Design ft232h_burst_arbiter, sky130hd; sources not shown.
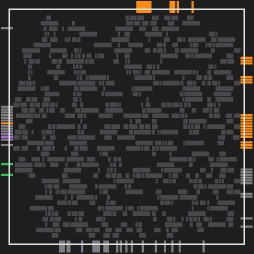
(run_1/pinout.png)
Scale: 2 px per um. Pins as bars across the die edge, other pins in grey.
legend:
  purple:
    port: OEn
    pins: 1
    direction: input
    edge: west
  orange:
    port: tx_count
    pins: 32
    direction: output
    edge: 18 east, 13 north, 1 west
  green:
    port: CMD
    pins: 2
    direction: output
    edge: west
Buffers on Ports: 80
overall die width: 117 um

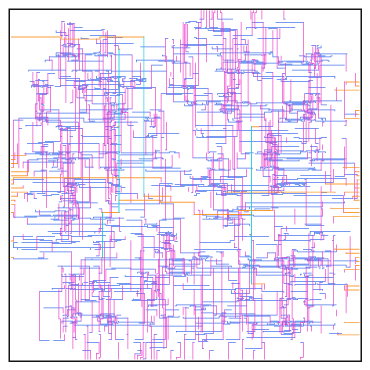
(run_1/layers.png)
Scale: 3 px per um.
legend:
  cyan:
    layer: M4
    wire_length: 175 um
  magenta:
    layer: M2
    wire_length: 4850 um
  orange:
    layer: M3
    wire_length: 361 um
  blue:
    layer: M1
    wire_length: 5020 um
aggregate global-route resource usage: 17.3%
average wire per standard cell: 14.5 um
post-detailed-routing wire length: 10.4 mm

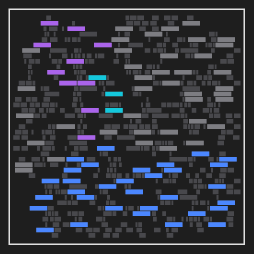
(run_1/ff_map.png)
Scale: 2 px per um. Other sequential cells in the stronger grey, the rest of the logic in the fainter grey.
legend:
  blue:
    name_in_the_netlist: u_rx_cnt.count
    placed_flops: 32
  purple:
    name_in_the_netlist: burst_r
    placed_flops: 10
  cyan:
    name_in_the_netlist: stall_r
    placed_flops: 3
not coloured: 40
fraction of standard cell area that is sequential: 36.6%
register cell area after layout: 2130 um^2

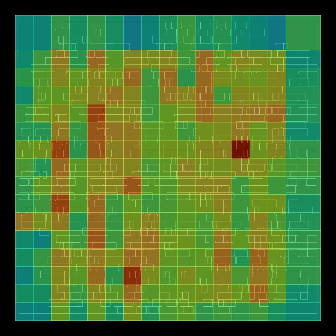
(run_1/congestion_map.png)
share of the core filled with cells: 45.8%
met1 global-route usage: 22.6%
highest-utilization routing layer at the global route stage: met2
met2 layer usage reported by global route: 26.5%

==> Changelog: implementation, run 1 <==
### Metrics

* Non-clock buffers at 109
* Fillcell total at 1236
* Cycle use final at 93.7%
* Arrival time reported for the critical path endpoint at 2.70 ns
* Inverters, non-clock at 11
* Clock buffers at 11
* Placed Area at 5550 um^2
* Detailed route wirelength on metal2 at 4.85 mm
* Post-synth EDFFs at 0
* Count of cell instances traversed by the critical path at 8
* CP endpoint kind: flop
* DR pass1 iterations at 4
* Final antenna-violating net count at 0
* DRC violation total after the first TritonRoute iteration at 171
* Final min period at 2.44 ns
* Logic gate fraction of the total cell area at 36.6%
* Synth Area in Simple Gates at 25.3%
* Worst slew margin relative to its limit at 50.3%
* Num CTS Buffers at 9
* Result of the run: finished clean
* Switching Power at 0.00112 W
* Top Layout Cells: sky130_fd_sc_hd__dfrtp_1 (84), sky130_fd_sc_hd__clkdlybuf4s50_1 (78), sky130_fd_sc_hd__nor2_1 (69)
* Dominant combinational family: simple AND/OR/NAND/NOR gates
* Mean area per synthesized cell at 10.1 um^2
* CP max FO at 4
* Average vias per placed instance at 4.86
* Cell Pwr Density at 625 nW/um^2
* Post-Syn Nets at 459
* Placed Cells at 701
* Clock transition at the registers of the reported paths at 0.06 ns
* Vias after detailed routing at 3484
* Logic gate share of total power at 25.6%
* Met3 track utilization from global routing at 2.83%
* Fraction of power spent switching nets at 30.8%
* Number of tap cells inserted at 172
* Worst setup slack for register-to-register paths at 0.47 ns
* Number of standard cells in the layout, taps in and fillers out at 717
* Max_cap viols at 0
* Wire length of the first global-routing pass at 17.6 mm
* Chip Footprint at 13600 um^2
* Antenna violations before repair at 0
* Fraction of the core area occupied by cells at floorplan at 34.2%
* Final non-clock buffer share at 17.8%
* Power in the clock group at 0.00120 W
* Leakage power at 2.51 nW
* AND-OR/OR-AND share of the synthesized area at 6.47%
* Number of core rows at 41
* Clk_skew at 0.00569 ns
* Combinational group power at 0.000930 W
* Internal at 0.00252 W
* Half-perimeter wire length after detailed placement at 7.42 mm
* Top sig layer: met4
* Worst slack on hold paths at 0.311 ns
* Met3 layer wire length in the routed design at 360 um
* Sequential cell power at 0.00151 W
* Top contributor to total power: sequential cells
* XOR-XNOR Cells, Area Fraction at 11.3%
* Clock network contribution to total cell area at 4.69%
* Most area-consuming cells after synthesis: sky130_fd_sc_hd__dfrtp_1 (48%), sky130_fd_sc_hd__xor2_1 (9.3%), sky130_fd_sc_hd__nor2_1 (6.0%), sky130_fd_sc_hd__ha_1 (4.0%), sky130_fd_sc_hd__nand4_1 (3.6%)
* Number of H-tree branching levels at 3
* Async set-or-reset flop fraction in the synthesized netlist at 100%
==> run_1/port_trees.png <==
Scale: 3 px per um.
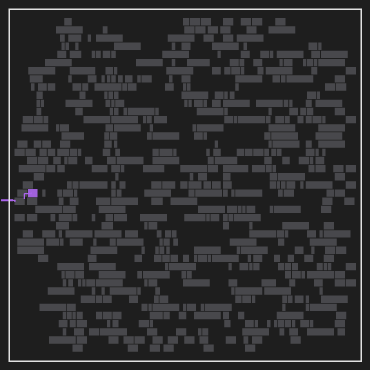

--- run 2 (diff from run 1) ---
--- a/config.mk
+++ b/config.mk
@@ -6,11 +6,12 @@
 export NUM_CORES = 1
 export LEC_CHECK = 0
 export CAP_MARGIN = 15
-export CELL_PAD_IN_SITES_DETAIL_PLACEMENT = 0
+export CELL_PAD_IN_SITES_DETAIL_PLACEMENT = 1
 export CELL_PAD_IN_SITES_GLOBAL_PLACEMENT = 2
-export CORE_UTILIZATION = 33
+export CORE_UTILIZATION = 35
 export CTS_BUF_LIST = sky130_fd_sc_hd__clkbuf_8 sky130_fd_sc_hd__clkbuf_16
 export DETAILED_ROUTE_END_ITERATION = 8
+export HOLD_SLACK_MARGIN = 0.02
 export MAX_ROUTING_LAYER = met4
 export PLACE_DENSITY_LB_ADDON = 0.1
 export SKIP_CTS_REPAIR_TIMING = 1
==> constraint.sdc (replaced) <==
create_clock -name clk -period 2.9 [get_ports clk]
set_input_delay 0.725 -clock clk [delete_from_list [all_inputs] [get_ports clk]]
set_output_delay 0.725 -clock clk [all_outputs]
set_load 0.01 [all_outputs]
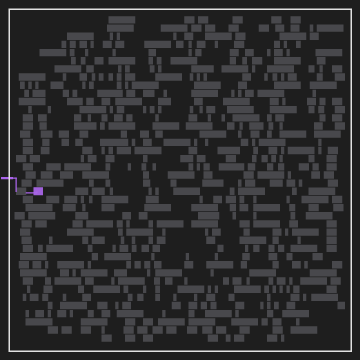
(run_2/port_trees.png)
Scale: 3 px per um.
legend:
  purple:
    port: OEn
    direction: input
    edge: west
    end_cells: 1
    buffers: 1
    wire: 10.2 um
I/O Pins: 81

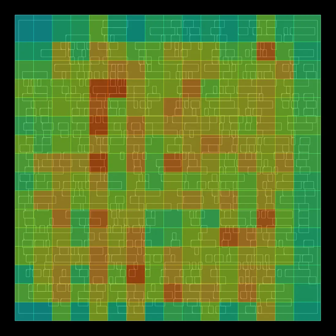
(run_2/congestion_map.png)
share of the core filled with cells: 47.4%
average wire per standard cell: 15.8 um
met2 layer usage reported by global route: 30.5%

==> run 2 against run 1 <==
  * Final cell count down 2.4%
  * Sequential power is about 10% lower
  * Worst hold slack better by 0.043 ns
  * Critical path depth stayed put
  * Worst setup slack improved by 0.20 ns
  * Synthesized area is the same
  * Via count increased by 1.7%
  * Flip-flop count unchanged
  * First-iteration DRC count shrank 12%
  * Total power down 11%
  * Critical endpoint is now u_tx_cnt.count[30]
==> Changelog: implementation, run 2 <==
### Metrics

* Number of H-tree branching levels at 3 (unchanged)
* Met3 track utilization from global routing at 3.93% (+1.1 points)
* Worst slew margin relative to its limit at 49.6% (-0.67 points)
* Post-synth EDFFs at 0 (unchanged)
* Yosys adder share at 4.03%
* Startpoint-to-endpoint class of the critical path: in -> reg
* Clock buffers at 11 (unchanged)
* Chip Footprint at 12900 um^2 (-5.6%)
* Warning total across the stage logs at 31
* AND-OR/OR-AND share of the synthesized area at 6.47% (unchanged)
* Clk_skew at 0.00599 ns (+0.000308 ns)
* Register cell area after layout at 2130 um^2 (unchanged)
* Cell-by-cell listing of the critical path: clkdlybuf4s50_1, ha_1, ha_1, nand3_2, nor4_4, nand3_2, or3_1, a21oi_1
* Maximum number of pins on one net before global-route repair at 41
* Total Nets Final at 555
* Worst slack on hold paths at 0.354 ns (+0.0429 ns)
* Number of core rows at 40 (-2.4%)
* Met1 Wirelength at 5.30 mm
* Final non-clock buffer share at 16.4% (-1.4 points)
* Wire length of the first global-routing pass at 18.7 mm (+6.1%)
* Final min period at 2.54 ns
* Final design area excluding fillers at 5720 um^2
* Internal at 0.00224 W (-11%)
* Average vias per placed instance at 5.06 (+4.1%)
* Post-detailed-routing wire length at 11.1 mm (+6.3%)
* Number of tap cells inserted at 168 (-2.3%)
* Commonest cells post-synth: sky130_fd_sc_hd__dfrtp_1 (84), sky130_fd_sc_hd__nor2_1 (69), sky130_fd_sc_hd__xor2_1 (46)
* Fraction of power spent switching nets at 31.2% (+0.44 points)
* Mux frac, synth at 1.81%
* Worst setup slack for register-to-register paths at 0.77 ns (+0.30 ns)
* Post-Syn Nets at 459 (unchanged)
* Cell Pwr Density at 569 nW/um^2 (-9.0%)
* Cycle use final at 87.5%
* Met3 layer wire length in the routed design at 331 um (-8.1%)
* Height of the chip at 113 um
* RSZ-0062 raised after global routing: false
* Placed Cells at 684 (-2.4%)
* Result of the run: finished clean
* Detailed route wirelength on metal2 at 5.32 mm (+9.7%)
* Non-clock buffers at 96 (-12%)
* Buffers on Ports at 80 (unchanged)
* Max_cap viols at 0 (unchanged)
* Top contributor to total power: sequential cells
* Clock network fraction of design power at 33.3%
* Aggregate global-route resource usage at 19.2% (+2.0 points)
* Top sig layer: met4
* Clock root buffer: sky130_fd_sc_hd__clkbuf_16
* Multi-input gate area at 2130 um^2
* Clk latency late pin at 0.35 ns
* Yosys synthesis chip area at 4350 um^2
* Clock sink count at 85
* Clock network contribution to total cell area at 4.77% (+0.084 points)
* Critical Path Slowest Stage Cell: sky130_fd_sc_hd__clkdlybuf4s50_1
* CP max FO at 5 (+1)
* Class of the worst hold path: in -> async
* Combinational group power at 0.000813 W (-13%)
* Share of cells above drive strength 1 at 9.21%
* DRC violation total after the first TritonRoute iteration at 150 (-12%)
* Worst Path Buf+Inv at 1
* Floorplan core area at 12100 um^2
* Area Growth Syn to Fin at 31.5%
* Inverters, non-clock at 11 (unchanged)
* Power in the clock group at 0.00108 W (-10%)
* Critical Path Start Type: input port
* Synth Area in Simple Gates at 25.3% (unchanged)
* Number of standard cells in the layout, taps in and fillers out at 700 (-2.4%)
* Placed Area at 5450 um^2 (-1.8%)
* Num CTS Buffers at 9 (unchanged)
* XOR-XNOR Cells, Area Fraction at 11.3% (unchanged)
* Worst slack at placement at -0.0106 ns
* Async set-or-reset flop fraction in the synthesized netlist at 100% (unchanged)
* Count of cell instances traversed by the critical path at 8 (unchanged)
* Pins Over Slew Limit at 0
* Yosys reg bits at 85
* Vias in the first global route at 3742
* Mapped cell area at 4350 um^2
* Critical path's top delay family: simple AND/OR/NAND/NOR gates
* Cell taking the most area after synthesis: sky130_fd_sc_hd__dfrtp_1
* Top cell excl fill/tap: sky130_fd_sc_hd__dfrtp_1
* Maximum ir drop on the vdd rail at 0.000274 V
* Dominant combinational family: simple AND/OR/NAND/NOR gates
* Dominant kind of cell: sequential cells
* Number of sequential cells at 85
* Leakage power at 2.45 nW (-2.5%)
* Top Layout Cells: sky130_fd_sc_hd__dfrtp_1 (84), sky130_fd_sc_hd__clkdlybuf4s50_1 (78), sky130_fd_sc_hd__nor2_1 (69)
* Met1 global-route usage at 24.6% (+2.1 points)
* Cell with the most instances after synthesis: sky130_fd_sc_hd__dfrtp_1
* Number of standard cells reported by yosys at 431
* Post-synthesis instance total at 431
* Antenna violations before repair at 0 (unchanged)
* Portion of synthesized cell area occupied by the leading cell type at 48.3%
* Switching Power at 0.00102 W (-9.3%)
* Clock transition at the registers of the reported paths at 0.06 ns (about the same)
* Summed negative setup slack over all endpoints at 0 ns
* Cells on worst reg2reg path at 8
* Fillcell total at 1370 (+11%)
* Sequential Power Share at 41.7%
* WP data required at 3.17 ns
* Most area-consuming cells after synthesis: sky130_fd_sc_hd__dfrtp_1 (48%), sky130_fd_sc_hd__xor2_1 (9.3%), sky130_fd_sc_hd__nor2_1 (6.0%), sky130_fd_sc_hd__ha_1 (4.0%), sky130_fd_sc_hd__nand4_1 (3.6%)
* Achievable Freq at 0.394 GHz
* Synth Seq Share at 48.9%
* DR pass1 iterations at 4 (unchanged)
* Vias after detailed routing at 3542 (+1.7%)
* Final Setup Violations at 0
* Half-perimeter wire length after detailed placement at 7.82 mm (+5.4%)
* Overall die width at 113 um (-2.9%)
* Delay of the slowest cell on the worst path at 0.52 ns
* Routability-driven placement congestion ratio at 0.774
* Mean area per synthesized cell at 10.1 um^2 (unchanged)
* Fraction of the core area occupied by cells at floorplan at 36.1% (+1.9 points)
* Ant diodes at 0
* Transition time at the pin with the least slew margin at 0.752 ns
* CTS tree: built
* Final total power at 0.00325 W
* Remaining routing DRC violations at 0
* Synthesis Warnings at 0
* Final count of hold timing violations at 0
* Logic gate share of total power at 25.0% (-0.6 points)
* Remaining Overflow, GRT at 0
* Count of different cell masters after synthesis at 54
* CP endpoint kind: flop
* Highest-utilization routing layer at the global route stage: met2
* Final antenna-violating net count at 0 (unchanged)
* Buffers from clock root to sink, at most at 2
* Smallest setup slack after layout at 0.362 ns
* Logic gate fraction of the total cell area at 37.2% (+0.66 points)
* Multi-input logic cell count at 324
* Most used flip-flop cell after synthesis: sky130_fd_sc_hd__dfrtp_1
* Arrival time reported for the critical path endpoint at 2.81 ns (+0.11 ns)
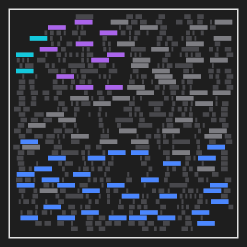
(run_2/ff_map.png)
Scale: 2 px per um. Other sequential cells in the stronger grey, the rest of the logic in the fainter grey.
legend:
  purple:
    name_in_the_netlist: burst_r
    placed_flops: 10
  cyan:
    name_in_the_netlist: stall_r
    placed_flops: 3
  blue:
    name_in_the_netlist: u_rx_cnt.count
    placed_flops: 32
fraction of standard cell area that is sequential: 37.2%
sequential cell power: 0.00136 W

No activity file was given, so power comes from the tool's default toggle rates.
